===== config.mk =====
export PLATFORM = sky130hd
export DESIGN_NAME = alu_issue_seq
export DESIGN_NICKNAME = d
export VERILOG_FILES = /design/src/rtl/alu_issue_seq.sv
export SDC_FILE = /design/constraint.sdc
export NUM_CORES = 1
export LEC_CHECK = 0
export CAP_MARGIN = 15
export CORE_UTILIZATION = 45
export CTS_BUF_LIST = sky130_fd_sc_hd__clkbuf_2 sky130_fd_sc_hd__clkbuf_4 sky130_fd_sc_hd__clkbuf_8
export CTS_CLUSTER_SIZE = 24
export DETAILED_ROUTE_END_ITERATION = 10
export PLACE_DENSITY = 0.69
export SYNTH_ARGS = -nofsm -noshare
export SYNTH_HDL_FRONTEND = slang
export SYNTH_SLANG_ARGS = --single-unit

===== constraint.sdc =====
create_clock -name clk -period 4.1 [get_ports clk]
set_input_delay 0.615 -clock clk [delete_from_list [all_inputs] [get_ports clk]]
set_output_delay 0.615 -clock clk [all_outputs]
set_load 0.005 [all_outputs]

===== src/rtl/alu_issue_seq.sv =====
// ---------------------------------------------------------------------------
// alu_issue_seq
// Command-issue stage that sits in front of the ALU datapath. Requests are
// queued in a small FIFO. One request at a time is issued to the ALU control
// inputs and held for ALU_LAT cycles. The ALU result is then captured and
// presented downstream on a valid/ready interface.
//
// Ports
//   clk         system clock, rising edge
//   clr         synchronous active-low reset
//   in_valid    request valid
//   in_ready    request FIFO not full
//   in_op       opcode (0..12 defined, 13..15 reserved)
//   in_acc_b    B operand taken from the ALU accumulator
//   in_a/in_b   16-bit operands
//   alu_rst     ALU control rst (one-cycle pulse for CLRACC)
//   noOp        ALU control noOp (low only while a command is issued)
//   cmd         ALU control cmd = {acc_b, op}
//   op_a/op_b   operands to the ALU A/B registers
//   alu_result  32-bit ALU output
//   res_valid   result valid
//   res_ready   downstream accepts the result
//   res_data    captured result
//   res_op      opcode of the captured result
//   res_err     result is an error (reserved opcode or divide by zero)
//   busy        sequencer not idle
// ---------------------------------------------------------------------------
module alu_issue_seq #(
    parameter int DEPTH   = 4,
    parameter int ALU_LAT = 1
) (
    input  logic        clk,
    input  logic        clr,
    input  logic        in_valid,
    output logic        in_ready,
    input  logic [3:0]  in_op,
    input  logic        in_acc_b,
    input  logic [15:0] in_a,
    input  logic [15:0] in_b,
    output logic        alu_rst,
    output logic        noOp,
    output logic [4:0]  cmd,
    output logic [15:0] op_a,
    output logic [15:0] op_b,
    input  logic [31:0] alu_result,
    output logic        res_valid,
    input  logic        res_ready,
    output logic [31:0] res_data,
    output logic [3:0]  res_op,
    output logic        res_err,
    output logic        busy
);

    localparam int AW = (DEPTH > 1) ? $clog2(DEPTH) : 1;
    localparam int CW = $clog2(DEPTH + 1);
    localparam int LW = (ALU_LAT > 1) ? $clog2(ALU_LAT) : 1;

    typedef enum logic [1:0] {
        ST_IDLE  = 2'd0,
        ST_ISSUE = 2'd1,
        ST_WAIT  = 2'd2,
        ST_HOLD  = 2'd3
    } state_t;

    // FIFO entry layout: {acc_b, op[3:0], a[15:0], b[15:0]}
    logic [36:0]   mem_r [DEPTH];
    logic [AW-1:0] wr_ptr_r;
    logic [AW-1:0] rd_ptr_r;
    logic [CW-1:0] count_r;

    state_t        state_r;
    logic [LW-1:0] lat_cnt_r;
    logic          alu_rst_r;
    logic          noop_r;
    logic [4:0]    cmd_r;
    logic [15:0]   op_a_r;
    logic [15:0]   op_b_r;
    logic          res_valid_r;
    logic [31:0]   res_data_r;
    logic [3:0]    res_op_r;
    logic          res_err_r;
    logic          busy_r;

    logic          full_s;
    logic          empty_s;
    logic          push_s;
    logic          pop_s;
    logic [36:0]   head_s;
    logic          head_acc_s;
    logic [3:0]    head_op_s;
    logic [15:0]   head_a_s;
    logic [15:0]   head_b_s;
    logic          head_div0_s;

    assign full_s   = (count_r == CW'(DEPTH));
    assign empty_s  = (count_r == {CW{1'b0}});
    assign in_ready = ~full_s;
    // Full blocks a push even when a pop happens in the same cycle.
    assign push_s   = in_valid & ~full_s;
    assign pop_s    = (state_r == ST_IDLE) & ~empty_s;

    assign head_s      = mem_r[rd_ptr_r];
    assign head_acc_s  = head_s[36];
    assign head_op_s   = head_s[35:32];
    assign head_a_s    = head_s[31:16];
    assign head_b_s    = head_s[15:0];
    // With acc_b set the divisor lives in the ALU, so it cannot be checked here.
    assign head_div0_s = (head_op_s == 4'd3) & ~head_acc_s & (head_b_s == 16'h0000);

    assign alu_rst   = alu_rst_r;
    assign noOp      = noop_r;
    assign cmd       = cmd_r;
    assign op_a      = op_a_r;
    assign op_b      = op_b_r;
    assign res_valid = res_valid_r;
    assign res_data  = res_data_r;
    assign res_op    = res_op_r;
    assign res_err   = res_err_r;
    assign busy      = busy_r;

    // FIFO storage write
    always_ff @(posedge clk) begin
        if (clr && push_s) begin
            mem_r[wr_ptr_r] <= {in_acc_b, in_op, in_a, in_b};
        end
    end

    // FIFO pointers and occupancy count
    always_ff @(posedge clk) begin
        if (!clr) begin
            wr_ptr_r <= {AW{1'b0}};
            rd_ptr_r <= {AW{1'b0}};
            count_r  <= {CW{1'b0}};
        end else begin
            if (push_s) begin
                wr_ptr_r <= wr_ptr_r + AW'(1);
            end
            if (pop_s) begin
                rd_ptr_r <= rd_ptr_r + AW'(1);
            end
            case ({push_s, pop_s})
                2'b10:   count_r <= count_r + CW'(1);
                2'b01:   count_r <= count_r - CW'(1);
                default: count_r <= count_r;
            endcase
        end
    end

    // Issue sequencer: pops, drives ALU control, captures and holds the result
    always_ff @(posedge clk) begin
        if (!clr) begin
            state_r     <= ST_IDLE;
            lat_cnt_r   <= {LW{1'b0}};
            alu_rst_r   <= 1'b0;
            noop_r      <= 1'b1;
            cmd_r       <= 5'd0;
            op_a_r      <= 16'h0000;
            op_b_r      <= 16'h0000;
            res_valid_r <= 1'b0;
            res_data_r  <= 32'h0000_0000;
            res_op_r    <= 4'd0;
            res_err_r   <= 1'b0;
            busy_r      <= 1'b0;
        end else begin
            case (state_r)
                ST_IDLE: begin
                    // CLRACC pulse lasts one cycle unless another CLRACC follows.
                    alu_rst_r <= 1'b0;
                    if (!empty_s) begin
                        if (head_op_s == 4'd12) begin
                            alu_rst_r <= 1'b1;
                            noop_r    <= 1'b1;
                        end else if (head_op_s > 4'd12) begin
                            res_data_r  <= 32'h0000_0000;
                            res_err_r   <= 1'b1;
                            res_op_r    <= head_op_s;
                            res_valid_r <= 1'b1;
                            busy_r      <= 1'b1;
                            state_r     <= ST_HOLD;
                        end else if (head_div0_s) begin
                            res_data_r  <= 32'hFFFF_FFFF;
                            res_err_r   <= 1'b1;
                            res_op_r    <= 4'd3;
                            res_valid_r <= 1'b1;
                            busy_r      <= 1'b1;
                            state_r     <= ST_HOLD;
                        end else begin
                            cmd_r     <= {head_acc_s, head_op_s};
                            op_a_r    <= head_a_s;
                            op_b_r    <= head_b_s;
                            noop_r    <= 1'b0;
                            lat_cnt_r <= LW'(ALU_LAT - 1);
                            busy_r    <= 1'b1;
                            state_r   <= ST_ISSUE;
                        end
                    end
                end
                ST_ISSUE, ST_WAIT: begin
                    if (lat_cnt_r == {LW{1'b0}}) begin
                        res_data_r  <= alu_result;
                        res_op_r    <= cmd_r[3:0];
                        res_err_r   <= 1'b0;
                        res_valid_r <= 1'b1;
                        noop_r      <= 1'b1;
                        cmd_r       <= 5'd0;
                        state_r     <= ST_HOLD;
                    end else begin
                        lat_cnt_r <= lat_cnt_r - LW'(1);
                        state_r   <= ST_WAIT;
                    end
                end
                ST_HOLD: begin
                    if (res_ready) begin
                        res_valid_r <= 1'b0;
                        busy_r      <= 1'b0;
                        state_r     <= ST_IDLE;
                    end
                end
                default: begin
                    state_r     <= ST_IDLE;
                    alu_rst_r   <= 1'b0;
                    noop_r      <= 1'b1;
                    cmd_r       <= 5'd0;
                    res_valid_r <= 1'b0;
                    busy_r      <= 1'b0;
                end
            endcase
        end
    end

endmodule


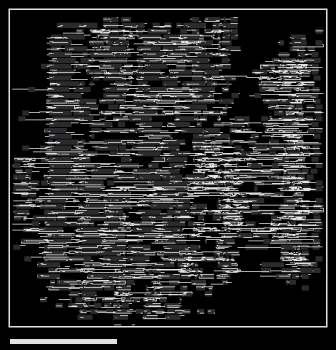
Figure 1: run 1, M1 wires.
Bar = 50 µm. Cells faint in the background.
share of all routed wire = 42%
longest straight run = 40.9 µm
Vias: 5855
drt total wl: 19700 µm
GR Util met1: 22.5%

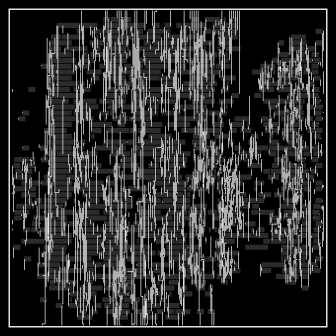
Figure 2: run 1, signal wires on met2.
Cells faint in the background.
main direction = vertical
longest straight run = 56.0 µm
wire length on this layer = 9680 µm
share of all routed wire = 49%
nets with wire on the layer = 796

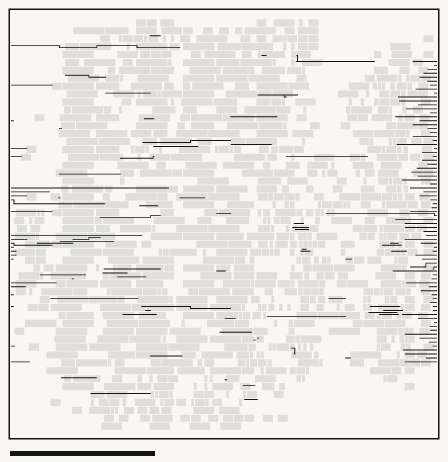
Figure 3: run 1, signal wires on met3.
Bar = 50 µm. Cells faint in the background.
main direction = horizontal
nets with wire on the layer = 125

==> qor.csv, run 1 <==
stage;metric;value;unit
die;Die Span Y;147;µm
route;M1 wire length;8330;µm
final_timing;# setup viols final;0;
setup_path;Worst Path Class, Setup;flop to flop;
die;io pins;152;
synthesis;simple-gate share of the synthesized area;7.47;%
route;highest routed layer;met5;
global_routing;GR Util met2;31.9;%
setup_path;Top delay family on crit path;multiplexers;
global_routing;vias in the first global route;6071;
setup_path;CP Capture Point;res_data[31];
final_layout;post-route cell area;12000;µm²
route;Initial DRT Pass Iterations;4;
clock_network;CTS H-tree depth;2;
setup_path;critical path arrival;4.00;ns
worst_hold_path;Hold Path Origin;res_data[25];
route;drt drc;0;
clock_network;TritonCTS buffer count;39;
final_layout;layout cells sized above 1;13.2;%
final_timing;max frequency;0.281;GHz
die;Placeable Area;20400;µm²
synthesis;Primary FF master, synth;edfxtp_1;
setup_path;Crit path largest cell delay;0.78;ns
final_timing;RSZ-0062 raised after global routing;false;
power;Peak supply drop;0.334;mV
place;GPL Wtd Cong;0.869;
clock_network;CTS tree;done;
synthesis;Mapped Nets;726;
route;Routed Antenna Nets;0;
global_routing;first-pass GRT wire length;31400;µm
route;met2 wire len;9680;µm
global_routing;total grt overflow;0;
synthesis;Yosys Chip Area;9490;µm²
global_routing;GR met3 Demand/Resource;5.19;%
die;Die Area;21700;µm²
synthesis;number of cells in Yosys stat;644;
die;die width;147;µm
clock_network;CTS Hold Buffers Added;0;
flow_run;total tool warning count;31;
die;Rows;52;
synthesis;Syn Inst Count;644;
final_layout;FILL cells;1610;
global_routing;busiest grt layer;met2;
final_timing;pin slew with the least headroom to its limit;1.01;ns
setup_path;number of cells on the critical path;6;
die;Initial Utilization;46.5;%
place;Post-DP Area;11100;µm²
final_layout;Top reg by flops;mem_r;
setup_path;worst r2r path cells;6;
final_layout;Largest register FFs;148;
synthesis;aoi share;4.31;%
synthesis;post-synthesis xor/xnor area fraction;0.461;%
route;drt wl/cell;17.8;µm
setup_path;critical path peak fanout;23;
route;DR vias/cell;5.29;
final_layout;final net count;888;
synthesis;Post-synth ARST share;0;%
setup_path;crit end category;flop;
synthesis;Adder Share, Synth;1.27;%
synthesis;mux frac, synth;17.3;%
synthesis;Post-Syn Area;9490;µm²
clock_network;clock root cell;clkbuf_8;
worst_hold_path;Hold Path End;res_data[25];
flow_run;Max Cap Viol;0;
global_routing;GRT Total Usage;18.5;%
run_status;status;finished clean;
global_routing;initial antenna violation count;1;
synthesis;number of enable flip-flop cells;148;
setup_path;CP startpoint kind;flop;
setup_path;CP bufs+invs;1;
final_timing;Clock Skews;0.0207;ns
power;Leak;4.17;nW
synthesis;Synth Seq Share;65.6;%
clock_network;CTS clock-pin slew for the worst setup and hold paths;0.06;ns
final_timing;Max Transition Viols Final;0;
clock_network;Post-CTS Setup Inserts;0;
setup_path;RR Endpoint;res_data[31];
place;Port Buf Inserts;151;
global_routing;pin count of the biggest net entering global routing;64;
final_layout;Layout area overhead;26.0;%
final_timing;final critical-path required period;3.56;ns
final_timing;Final TNS setup;0;ns
setup_path;Crit-path slowest cell;dfxtp_2;
-- run 1: cells in the mapped netlist, types with 6 or more instances --
cell type / n / area (µm²)
ha_1: 8 / 100
nor2_1: 13 / 48.8
dfxtp_1: 89 / 1780
mux4_2: 20 / 450
edfxtp_1: 148 / 4440
mux4_1: 17 / 447
a21oi_1: 6 / 30.0
nand3_1: 10 / 50.1
mux2i_1: 74 / 741
clkbuf_1: 23 / 86.3
inv_1: 11 / 41.3
o21ai_0: 39 / 195
nand2_1: 116 / 435
-- run 1: through the flow --
step           setup WS [ns]  utilization (%)  hold WS [ns]  power (W)  instances
6_report               0.541             58.6         0.459    0.00786       1106
5_1_grt                0.304             58.5         0.471    0.00828       1105
4_1_cts                0.519             58.5         0.461    0.00794       1105
3_5_place_dp           0.571             54.5         0.451    0.00578       1035
3_3_place_gp           0.694             54.5         0.444    0.00569       1035
2_1_floorplan           1.58                -         0.451    0.00482        644
-- run 1: report_power, final --
part           switching [W]  internal, W  leakage [nW]
combinational        0.00114      0.00129          1.67
sequential          0.000282      0.00300          2.07
clock               0.000897      0.00124         0.435
total                0.00232      0.00553          4.17
-- run 1: cell type report --
cell class,count,area [µm²],share of cell area (%)
Antenna cell,1,2.50,0.0209
Clock buffer,57,709,5.93
Clock inverter,13,115,0.962
Inverter,11,41.3,0.345
Multi-Input combinational cell,355,2940,24.5
Sequential cell,237,6230,52.1
Tap cell,270,338,2.82
Timing Repair Buffer,162,1590,13.3
-- run 1: placed cells by master (no fill, tap or decap), drive strengths merged, types with 10 or more instances in the layout --
master / instances
clkdlybuf4s50: 150
edfxtp: 148
nand2: 116
dfxtp: 89
mux2i: 74
clkbuf: 57
o21ai: 39
mux4: 37
nor2: 13
buf: 12
inv: 12
nand3: 10
Figure 4. Sequential cells coloured by netlist name (run 1).
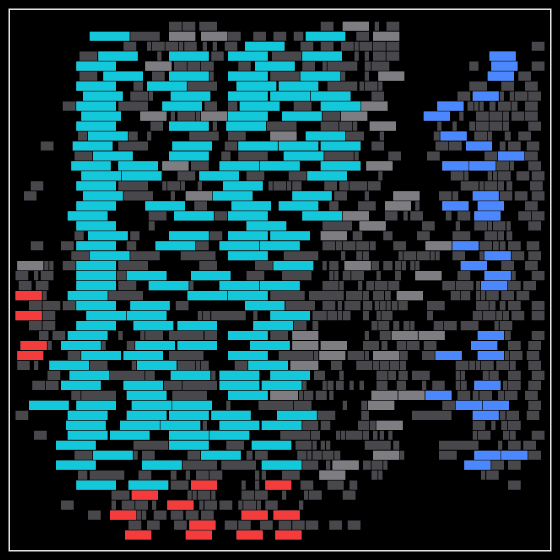

==> run 2: changes to the inputs <==
--- a/config.mk
+++ b/config.mk
@@ -11,6 +11,8 @@
 export CTS_CLUSTER_SIZE = 24
 export DETAILED_ROUTE_END_ITERATION = 10
 export PLACE_DENSITY = 0.69
+export SETUP_SLACK_MARGIN = 0.5
+export SLEW_MARGIN = 0
 export SYNTH_ARGS = -nofsm -noshare
 export SYNTH_HDL_FRONTEND = slang
 export SYNTH_SLANG_ARGS = --single-unit
==> constraint.sdc (replaced) <==
create_clock -name clk -period 4.02 [get_ports clk]
set_input_delay 0.603 -clock clk [delete_from_list [all_inputs] [get_ports clk]]
set_output_delay 0.603 -clock clk [all_outputs]
set_load 0.005 [all_outputs]
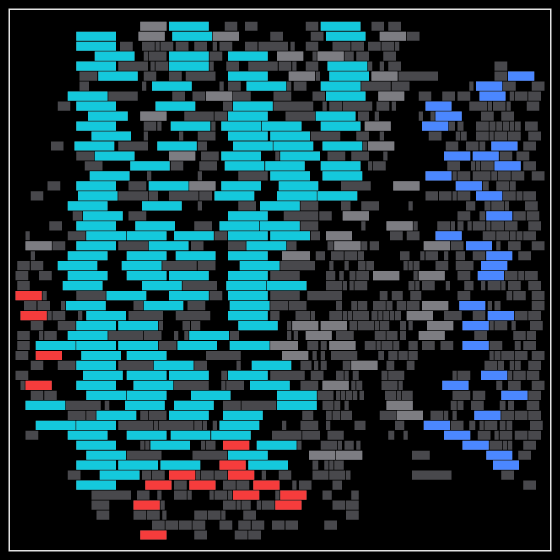
Figure 5: run 2, sequential cells coloured by netlist name.
cyan -> `mem_r`  # sequential cells 148
red -> `op_b`  # sequential cells 16
blue -> `res_data`  # sequential cells 32, where a vertical strip on the right
not coloured = 41
Final Util: 58.7%
sequential cell area share: 51.9%
sequential power: 0.00331 W
Seq. cell area: 6230 µm²

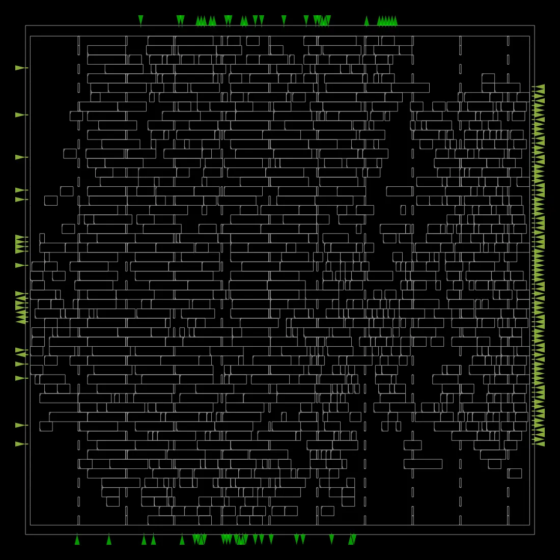
Figure 6: run 2, cell outlines without signal wires.
FILL cells: 1594
Rows: 52

==> run 2 against run 1 <==
Compared with the run above:
- clock skew is essentially flat
- first-iteration DRC count rose by 52%
- total power increased by 3.7%
- global-route usage increased by 0.12 points
- synthesized cell count is the same
- core utilization rose by 0.17 points
- combinational power up 3%
- sequential power about the same
- via count down 0.19%
- final cell count shrank 0.27%
- synthesized area unchanged
- non-clock buffer count down 3
- critical endpoint is now res_data[14]
==> qor.csv, run 2 <==
stage;metric;value;unit
final_timing;Final Hold Vio Count;0;
global_routing;GR met3 Demand/Resource;5.06;%
synthesis;distinct lib cells;48;
setup_path;crit end category;flop;
power;Sequential Power Share;40.7;%
setup_path;CP Capture Point;res_data[14];
setup_path;Crit-path slowest cell;mux4_1;
synthesis;number of cells in Yosys stat;644;
synthesis;Yosys top cell by instances;edfxtp_1;
synthesis;Mapped Nets;726;
final_timing;# setup viols final;0;
synthesis;Yosys Chip Area;9490;µm²
die;Placeable Area;20400;µm²
route;met2 wire len;9780;µm
synthesis;Syn Inst Count;644;
die;Die Area;21700;µm²
route;drt wl/cell;18.1;µm
place;placed insts;1032;
synthesis;Synthesis Warnings;0;
setup_path;CP cell instances;buf_4 > mux4_1 > nor4_1 > and4_2 > o211a_1 > buf_4 > mux2i_1;
setup_path;RR Endpoint;res_data[14];
final_timing;post-layout period usage;79.1;%
place;GPL Wtd Cong;0.867;
power;P_comb;0.00251;W
power;Internal Power;0.00578;W
route;M1 wire length;8450;µm
final_layout;Post-Layout Cell Count;1103;
final_layout;layout cells sized above 1;13.1;%
final_timing;Clock Skews;0.0210;ns
final_layout;most frequent cells in the layout;clkdlybuf4s50_1, edfxtp_1, nand2_1, dfxtp_1, mux2i_1;
route;highest routed layer;met5;
setup_path;CP startpoint kind;flop;
power;P_sw;0.00237;W
global_routing;GR Util met1;23.0;%
final_timing;setup slack after layout;0.839;ns
run_status;status;finished clean;
power;Leak;4.18;nW
setup_path;critical path arrival;3.62;ns
clock_network;Post-CTS Setup Inserts;0;
final_layout;Top reg by flops;mem_r;
place;pre-CTS setup slack;0.848;ns
final_layout;Layout area overhead;26.4;%
final_layout;post-route cell area;12000;µm²
setup_path;Worst Path Class, Setup;flop to flop;
synthesis;Post-synth ARST share;0;%
final_timing;hold slack;0.454;ns
global_routing;initial antenna violation count;3;
route;DR vias/cell;5.30;
synthesis;Synth Seq Share;65.6;%
global_routing;first-pass GRT wire length;31200;µm
synthesis;cell taking the most area after synthesis;edfxtp_1;
global_routing;total grt overflow;0;
place;DP HPWL;12600;µm
final_layout;final net count;884;
setup_path;CP bufs+invs;2;
final_layout;Largest register FFs;148;
setup_path;Top delay family on crit path;multiplexers;
synthesis;Synth Register Bits;237;
final_layout;Top cell excl fill/tap;clkdlybuf4s50_1;
place;Post-DP Area;11100;µm²
setup_path;data required time at the worst endpoint;4.46;ns
global_routing;busiest grt layer;met2;
global_routing;GR Util met2;31.5;%
setup_path;critical path peak fanout;33;
die;Initial Utilization;46.5;%
setup_path;FF-to-FF setup slack;0.84;ns
die;io pins;152;
clock_network;Max Root-Sink Buffers;3;
worst_hold_path;cell count of the worst hold path;2;
final_timing;max frequency;0.314;GHz
flow_run;Max Cap Viol;0;
final_timing;final critical-path required period;3.18;ns
place;Port Buf Inserts;151;
synthesis;Largest type area fraction;46.8;%
power;combinational power share;30.8;%
synthesis;Synth Area per Inst;14.7;µm²
route;Vias;5844;
clock_network;CTS H-tree depth;2;
setup_path;number of cells on the critical path;7;
flow_run;total tool warning count;31;
power;Peak supply drop;0.319;mV
route;drt total wl;19900;µm
power;Net Sw Frac;29.1;%
die;die width;147;µm
power;Top pwr grp;sequential cells;
route;First DRT Iteration DRCs;338;
synthesis;Primary FF master, synth;edfxtp_1;
synthesis;Post-Syn Area;9490;µm²
clock_network;CTS clock-pin slew for the worst setup and hold paths;0.06;ns
clock_network;clock root cell;clkbuf_8;
clock_network;clk latency late pin;0.53;ns
final_timing;RSZ-0062 raised after global routing;false;
power;clk pwr;0.00233;W
global_routing;pin count of the biggest net entering global routing;63;
route;drt drc;0;
power;Clock Power Share;28.5;%
worst_hold_path;Hold WC Path Type;flop to flop;
synthesis;top cells by count, synth;edfxtp_1, nand2_1, dfxtp_1;
power;pwr dens;679;nW/µm²
power;Final Total Pwr;0.00815;W
setup_path;worst r2r path cells;7;
clock_network;CTS tree;done;
final_timing;Max Transition Viols Final;0;
die;Die Span Y;147;µm
global_routing;vias in the first global route;5875;
clock_network;TritonCTS buffer count;38;
route;met3 WL;1260;µm
clock_network;TritonCTS Sinks;237;
final_timing;slew margin rel.;30.0;%
setup_path;Worst path most repeated cell;buf_4;
route;Routed Antenna Nets;0;
synthesis;number of enable flip-flop cells;148;
route;Initial DRT Pass Iterations;5;
setup_path;Crit path largest cell delay;0.64;ns
final_timing;pin slew with the least headroom to its limit;1.05;ns
synthesis;top cells, area;edfxtp_1, dfxtp_1, mux2i_1;
final_timing;Final TNS setup;0;ns
global_routing;GRT Total Usage;18.6;%
-- run 2: cell types whose count changed in the layout (fill, tap and decap cells not counted) --
| cell | delta |
|---|---|
| diode_2 | +1 |
| inv_6 | +1 |
| clkinvlp_4 | -1 |
| clkinv_2 | -3 |
| bufinv_16 | +2 |
| clkbuf_4 | +2 |
| o21a_2 | +1 |
| clkinv_1 | -2 |
| o21a_1 | -1 |
| buf_4 | -3 |
-- run 2: area by class of cell --
type                            instances  area, µm²  area share, %
Antenna cell                            2       5.00         0.0417
Sequential cell                       237       6230           51.9
Clock buffer                           59        724           6.04
Multi-Input combinational cell        355       2940           24.5
Inverter                               11       41.3          0.344
Tap cell                              270        338           2.82
Timing Repair Buffer                  159       1570           13.1
Clock inverter                         10        154           1.28
-- run 2: how the worst min path moves through the flow --
stage | end | slack (ns) | startpoint
floorplan | op_a[14] | 0.45 | op_a[14]
finish | op_a[3] | 0.45 | op_a[3]
CTS | op_b[2] | 0.43 | clr
detailed placement | res_data[8] | 0.45 | res_data[8]
global route | op_b[2] | 0.46 | clr
global placement | res_data[23] | 0.44 | res_data[23]
-- run 2: cells by family (layout without fill, tap and decap cells) --
kind of cell	Yosys count	in the layout	synth area share (%)
DFF	237	237	65.6
and+or+nand+nor	164	164	7.47
muxes	111	111	17.3
AOI/OAI and AO/OA	66	66	4.31
buffers and inverters	52	239	3.65
adders and majority gates	9	9	1.27
xor gates and xnor gates	5	5	0.461
other	0	2	0
-- run 2: what timing repair did --
item / CTS / global route
endpoints found under the setup margin: 0 / 9
gates resized: 0 / 1
hold buffers: 0 / 0
-- run 2: worst reg2reg max path, delay by kind of cell (launching register included) --
family,cells,cell delay (ns)
buffers and inverters,2,0.81
and+or+nand+nor,2,0.83
AOI/OAI and AO/OA,1,0.18
DFF,1,0.36
muxes,2,0.92
Figure 7. Signal wires on met2 (run 2).
Cells faint in the background.
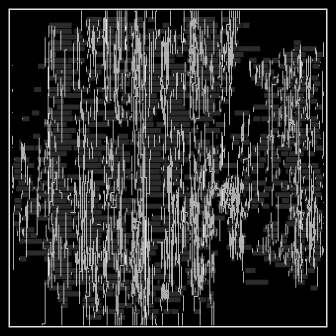

==> run 3: changes to the inputs <==
--- a/config.mk
+++ b/config.mk
@@ -10,7 +10,7 @@
 export CTS_BUF_LIST = sky130_fd_sc_hd__clkbuf_2 sky130_fd_sc_hd__clkbuf_4 sky130_fd_sc_hd__clkbuf_8
 export CTS_CLUSTER_SIZE = 24
 export DETAILED_ROUTE_END_ITERATION = 10
-export PLACE_DENSITY = 0.69
+export PLACE_DENSITY = 0.72
 export SETUP_SLACK_MARGIN = 0.5
 export SLEW_MARGIN = 0
 export SYNTH_ARGS = -nofsm -noshare
==> constraint.sdc (replaced) <==
create_clock -name clk -period 2.6 [get_ports clk]
set_input_delay 0.39 -clock clk [delete_from_list [all_inputs] [get_ports clk]]
set_output_delay 0.39 -clock clk [all_outputs]
set_load 0.005 [all_outputs]
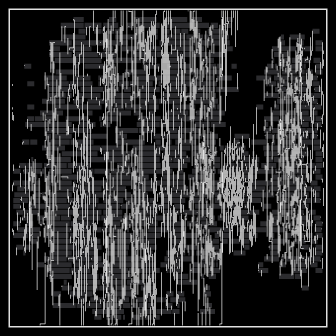
Figure 8: run 3, signal wires on met2.
Cells faint in the background.
share of all routed wire = 51%
nets with wire on the layer = 850
main direction = vertical
GR Util met2: 34.9%
Vias: 6134
drt total wl: 21900 µm

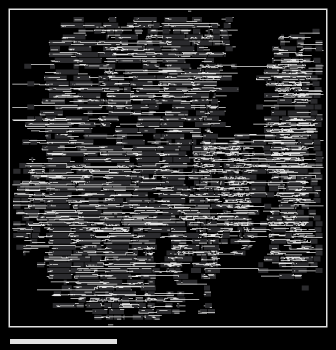
Figure 9: run 3, M1 wires.
Bar = 50 µm. Cells faint in the background.
main direction = horizontal
share of all routed wire = 40%
wire length on this layer = 8660 µm
longest straight run = 46.5 µm

==> run 3 against run 2 <==
Compared with the run above:
- register-to-register slack lost 0.82 ns
- fmax increased by 23%
- critical path depth up 1
- total power rose by 67%
- sequential share of layout area is 3.0 points lower
- worst setup slack got worse by 0.82 ns
- first-iteration DRC count fell by 20%
- design area rose by 6.1%
==> qor.csv, run 3 <==
stage;metric;value;unit
run_status;status;finished clean;
global_routing;busiest grt layer;met2;
synthesis;cell taking the most area after synthesis;edfxtp_1;
synthesis;Yosys Chip Area;9490;µm²
power;Peak supply drop;0.588;mV
route;drt drc;0;
setup_path;critical path arrival;3.01;ns
final_layout;post-route cell area;12700;µm²
clock_network;Max Root-Sink Buffers;3;
synthesis;Post-Syn Area;9490;µm²
final_timing;Final Hold Vio Count;0;
clock_network;CTS H-tree depth;2;
synthesis;post-synthesis xor/xnor area fraction;0.461;%
setup_path;CP bufs+invs;3;
final_timing;final critical-path required period;2.58;ns
synthesis;number of cells in Yosys stat;644;
power;Final Total Pwr;0.0136;W
synthesis;Synth Register Bits;237;
setup_path;Top delay family on crit path;multiplexers;
route;DR vias/cell;5.32;
final_layout;layout cells sized above 1;21.4;%
synthesis;mux frac, synth;17.3;%
clock_network;clock root cell;clkbuf_8;
final_timing;slew margin rel.;26.4;%
synthesis;Mapped Nets;726;
final_layout;FILL cells;1460;
global_routing;GR Util met1;24.1;%
synthesis;aoi share;4.31;%
place;GPL Wtd Cong;0.842;
die;Die Span Y;147;µm
die;Rows;52;
global_routing;GRT Total Usage;19.9;%
route;Initial DRT Pass Iterations;5;
final_layout;most frequent cells in the layout;clkdlybuf4s50_1, edfxtp_1, nand2_1, dfxtp_1, mux2i_1;
flow_run;total tool warning count;34;
synthesis;simple-gate share of the synthesized area;7.47;%
setup_path;crit end category;flop;
final_timing;# setup viols final;0;
final_timing;RSZ-0062 raised after global routing;true;
final_timing;Clock Skews;0.0274;ns
place;DP HPWL;13000;µm
clock_network;CTS tree;done;
synthesis;Adder Share, Synth;1.27;%
place;placed insts;1050;
setup_path;Crit-path slowest cell;or4_4;
synthesis;number of enable flip-flop cells;148;
global_routing;first-pass GRT wire length;33700;µm
final_timing;post-layout period usage;99.2;%
worst_hold_path;Hold WC Path Type;primary input to flop;
final_timing;pin slew with the least headroom to its limit;1.10;ns
synthesis;Primary FF master, synth;edfxtp_1;
synthesis;Synth logic family;multiplexers;
synthesis;top cells, area;edfxtp_1, dfxtp_1, mux2i_1;
clock_network;CTS clock-pin slew for the worst setup and hold paths;0.06;ns
route;First DRT Iteration DRCs;270;
route;met3 WL;1600;µm
die;Die Area;21700;µm²
clock_network;TritonCTS buffer count;39;
die;io pins;152;
setup_path;CP startpoint kind;flop;
synthesis;top cells by count, synth;edfxtp_1, nand2_1, dfxtp_1;
route;met2 wire len;11200;µm
final_layout;Largest register FFs;148;
global_routing;vias in the first global route;6401;
==> run 3: netlist changes by cell type in the layout (fill, tap and decap cells not counted), moves of 5 or more <==
cell	before	now
buf_4	9	30
buf_12	0	13
mux4_1	17	7
mux4_2	20	30
clkbuf_16	0	5
buf_6	0	6
==> run 3: path summary, 6_finish.rpt <==
check	slack, ns	endpoint	depth (start not counted)	startpoint
setup / recovery	0.02	res_data[18]	8	flop
hold / removal	0.41	op_b[4]	3	clr
setup reg to reg	0.02	res_data[18]	8	flop
hold reg to reg	0.46	op_b[7]	2	op_b[7]
==> run 3: cell families after synthesis <==
kind of cell / after synthesis
flip-flops: 237
adder cells (fa/ha/maj): 9
XOR/XNOR: 5
buffers and inverters: 52
AND/OR/NAND/NOR: 164
multiplexers: 111
AND-OR/OR-AND: 66
==> run 3: per-stage QoR <==
step	TNS [ns]	hold WS [ns]
floorplan	0	0.451
global placement	0	0.441
detailed placement	-3.80	0.449
CTS	0	0.392
global route	-0.158	0.433
finish	0	0.411
==> run 3: timing repair <==
action / in CTS / in global routing
gates cloned: 6 / 3
endpoints found under the hold margin: 0 / 0
hold buffers: 0 / 0
pin swaps: 10 / 10
gates resized: 43 / 13
setup endpoints to repair: 80 / 80
setup buffers: 17 / 5
==> run 3: power by group <==
group	switching, W	leakage (nW)	internal (W)	total (W)
Sequential	0.000408	2.07	0.00473	0.00514
Combinational	0.00230	1.99	0.00291	0.00521
Clock	0.00143	0.427	0.00186	0.00330
==> run 3: area by class of cell <==
cell class | count | area, µm² | share of cell area (%)
clock buffer | 58 | 711 | 5.58
clock inverter | 14 | 97.6 | 0.767
inverter | 11 | 41.3 | 0.324
multi-input combinational | 355 | 3020 | 23.8
sequential | 237 | 6230 | 48.9
tap | 270 | 338 | 2.65
timing repair buffer | 208 | 2290 | 18.0
Power figures rest on the tool's default switching activity, not on a simulated workload.
